`config.mk`:
```
export PLATFORM = sky130hd
export DESIGN_NAME = pwm_generator
export DESIGN_NICKNAME = d
export VERILOG_FILES = /design/src/rtl/pwm_generator.sv
export SDC_FILE = /design/constraint.sdc
export NUM_CORES = 1
export LEC_CHECK = 0
export ABC_AREA = 1
export CAP_MARGIN = 20
export CORE_UTILIZATION = 62
export CTS_BUF_LIST = sky130_fd_sc_hd__clkbuf_4
export CTS_CLUSTER_SIZE = 14
export DETAILED_ROUTE_END_ITERATION = 6
export HOLD_SLACK_MARGIN = 0.15
export PLACE_DENSITY = 0.88
export SYNTH_ARGS = -nofsm -noshare
export SYNTH_HDL_FRONTEND = slang
export SYNTH_SLANG_ARGS = --single-unit
```
`constraint.sdc`:
```
create_clock -name clk -period 6.5 [get_ports clk]
set_clock_uncertainty 0.15 [all_clocks]
set_input_delay 0.65 -clock clk [delete_from_list [all_inputs] [get_ports clk]]
set_output_delay 0.65 -clock clk [all_outputs]
set_load 0.03 [all_outputs]
```
`src/rtl/pwm_generator.sv`:
```
// Slew-limited 100-step PWM generator: duty requests are clamped to 100% and
// applied only at period boundaries, moving at most SLEW percent per period.
module pwm_generator #(
  parameter int unsigned CLK_DIV = 500,
  parameter int unsigned SLEW    = 10
) (
  input  logic       clk,
  input  logic       rst_n,
  input  logic       enable,
  input  logic [7:0] dutyCycle,
  output logic       pwmOut,
  output logic [7:0] activeDuty,
  output logic       periodEnd,
  output logic       clamped
);

  localparam int unsigned DIV_W   = 16;
  localparam int unsigned PHASE_W = 7;
  localparam int unsigned DUTY_W  = 8;

  localparam logic [DIV_W-1:0]   DIV_LAST   = DIV_W'(CLK_DIV - 1);
  localparam logic [PHASE_W-1:0] PHASE_LAST = PHASE_W'(99);
  localparam logic [DUTY_W-1:0]  DUTY_MAX   = DUTY_W'(100);
  localparam logic [DUTY_W-1:0]  SLEW_STEP  = DUTY_W'(SLEW);

  typedef enum logic {
    IDLE = 1'b0,
    RUN  = 1'b1
  } state_t;

  state_t              state;
  state_t              state_nxt;
  logic [DIV_W-1:0]    div;
  logic [DIV_W-1:0]    div_nxt;
  logic [PHASE_W-1:0]  phase;
  logic [PHASE_W-1:0]  phase_nxt;
  logic [DUTY_W-1:0]   duty_nxt;
  logic [DUTY_W-1:0]   target;
  logic [DUTY_W-1:0]   diff;
  logic [DUTY_W-1:0]   step;
  logic [DUTY_W-1:0]   slewed;
  logic                pwm_nxt;
  logic                period_end_nxt;
  logic                tick;
  logic                wrap;

  // Reset wins over everything; clamped tracks the raw request in every state.
  always_ff @(posedge clk) begin
    if (!rst_n) begin
      state      <= IDLE;
      div        <= '0;
      phase      <= '0;
      activeDuty <= '0;
      pwmOut     <= 1'b0;
      periodEnd  <= 1'b0;
      clamped    <= 1'b0;
    end else begin
      state      <= state_nxt;
      div        <= div_nxt;
      phase      <= phase_nxt;
      activeDuty <= duty_nxt;
      pwmOut     <= pwm_nxt;
      periodEnd  <= period_end_nxt;
      clamped    <= (dutyCycle > DUTY_MAX);
    end
  end

  // Difference is taken before the compare so the unsigned math never wraps.
  always_comb begin
    target = (dutyCycle > DUTY_MAX) ? DUTY_MAX : dutyCycle;
    diff   = (target > activeDuty) ? (target - activeDuty) : (activeDuty - target);
    step   = ((SLEW == 0) || (diff < SLEW_STEP)) ? diff : SLEW_STEP;
    slewed = (target > activeDuty) ? (activeDuty + step) : (activeDuty - step);
  end

  always_comb begin
    state_nxt      = state;
    div_nxt        = '0;
    phase_nxt      = '0;
    duty_nxt       = '0;
    period_end_nxt = 1'b0;
    tick           = 1'b0;
    wrap           = 1'b0;
    case (state)
      IDLE: begin
        if (enable) state_nxt = RUN;
      end
      RUN: begin
        if (!enable) begin
          state_nxt = IDLE;
        end else begin
          tick           = (div == DIV_LAST);
          wrap           = tick && (phase == PHASE_LAST);
          div_nxt        = tick ? '0 : (div + DIV_W'(1));
          phase_nxt      = wrap ? '0 : (tick ? (phase + PHASE_W'(1)) : phase);
          duty_nxt       = wrap ? slewed : activeDuty;
          period_end_nxt = wrap;
        end
      end
      default: state_nxt = IDLE;
    endcase
    pwm_nxt = ({1'b0, phase_nxt} < duty_nxt);
  end

endmodule

```
**M2 wires**

The bar under the picture is 20 um long.
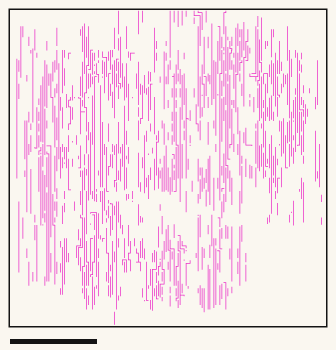
longest straight run = 29.4 um
main direction = vertical
share of all routed wire = 46%
nets with wire on the layer = 460
wire length on this layer = 3,290 um

**M3 wires**

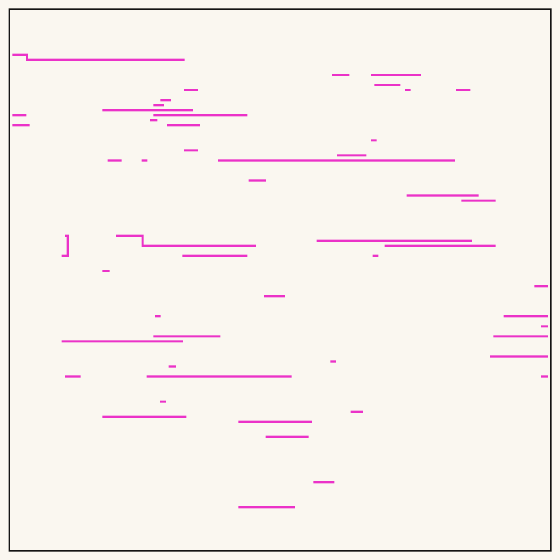
main direction = horizontal
longest straight run = 31.7 um
wire length on this layer = 308 um
nets with wire on the layer = 38
share of all routed wire = 4.3%

==> flow_summary.json <==
{
  "status": "finished, final reports clean",
  "io_pins": 22,
  "critical_path_buf_inv_count": 5,
  "grt_start_max_net_pins": 19,
  "drt-total-wl_um": 7160,
  "avgSynthCellArea_sq_um": 6.28,
  "cp_max_fo": 12,
  "regToRegSetupSlack_ns": 1.47,
  "numClockSinks": 35,
  "timing.setup.critical_path_class": "input port to flop",
  "ys_top_cells_by_count": "127 x nand2_1, 91 x inv_1, 65 x nor2_1, 35 x dfxtp_1, 31 x ha_1",
  "slowest_stage": "clkdlybuf4s50_1",
  "drc": 0,
  "numCtsBuffers": 5,
  "htreeDepth": 2,
  "synth_warnings": 0,
  "synth.most_common_cell": "nand2_1",
  "grt_use_met3_pct": 5.11,
  "final_layout_size_suffix_gt1_share_pct": 8.24,
  "ir_worst_vdd_uv": 177,
  "setup_tns_ns": 0,
  "chipArea_sq_um": 5340,
  "grt_usage_pct": 29.4,
  "use_met2_pct": 49.2,
  "synthesis.nets": 543,
  "synth_seq_share_pct": 22.4,
  "fp-utilization_pct": 65.4,
  "p_leak_nw": 1.72,
  "final_cell_mix": "127 x nand2_1, 91 x inv_1, 65 x nor2_1",
  "crit_path_end_kind": "flop",
  "fin_nets": 567,
  "yosys-top-cells-area": "dfxtp_1 22%, nand2_1 15%, ha_1 12%, inv_1 11%, nor2_1 7.8%",
  "first_iter_violations": 207,
  "cp_top_family": "simple AND/OR/NAND/NOR gates",
  "path_clk_slew_ns": 0.11,
  "via_count": 3060,
  "busiest_layer": "met2",
  "warning_count": 33,
  "grt_pass1_wl_um": 12200,
  "grt_pass1_vias": 2912,
  "drt-vias-per-instance": 5.20
}
final cells by class:
type / count / area [sq um]
multi-input cells: 361 / 2050
fillers: 396 / 1300
flip-flops and latches: 35 / 701
inverters: 98 / 368
repair buffers: 21 / 210
well taps: 67 / 83.8
clock buffers: 5 / 37.5
clock inverters: 2 / 37.5
per-layer routing:
metal  part of all wire, %  routed length, um  vias to the layer above
met4                   3.9                281                        0
met3                   4.3                307                       28
met2                    46               3290                       74
li1                      -                  -                     1587
met5                     0                  0                        -
met1                    46               3270                     1371
cells by family after synthesis:
group                      share of synthesized area [%]
xor gates and xnor gates                            4.48
AOI/OAI and AO/OA                                   6.88
DFF                                                 22.4
adders and majority gates                           14.3
other                                              0.120
and+or+nand+nor                                     39.3
buffers and inverters                               12.5
timing repair:
item                       CTS  global route
setup endpoints to repair    0             1
resized                      0             4
hold buffers                 0             0
hold endpoints to repair     0             0
final timing paths:
check | start | depth (start not counted) | end
max | dutyCycle[0] | 39 | pwmOut
max reg2reg | activeDuty[6] | 33 | pwmOut
min | div[0] | 1 | div[0]
min reg2reg | div[0] | 1 | div[0]
stage by stage:
stage | area, sq um | util [%] | hold WS [ns] | std cells
floorplan | 3130 | - | 0.268 | 498
global placement | 3400 | 71.0 | 0.280 | 582
detailed placement | 3400 | 71.0 | 0.291 | 582
CTS | 3470 | 72.6 | 0.311 | 589
global route | 3480 | 72.8 | 0.333 | 589
finish | 3480 | 72.8 | 0.307 | 589
report_power, final:
| part | switching [mW] | internal (mW) | total [mW] |
|---|---|---|---|
| combinational | 0.0563 | 0.0338 | 0.0901 |
| sequential | 0.000288 | 0.215 | 0.216 |
| clock | 0.0747 | 0.0788 | 0.153 |
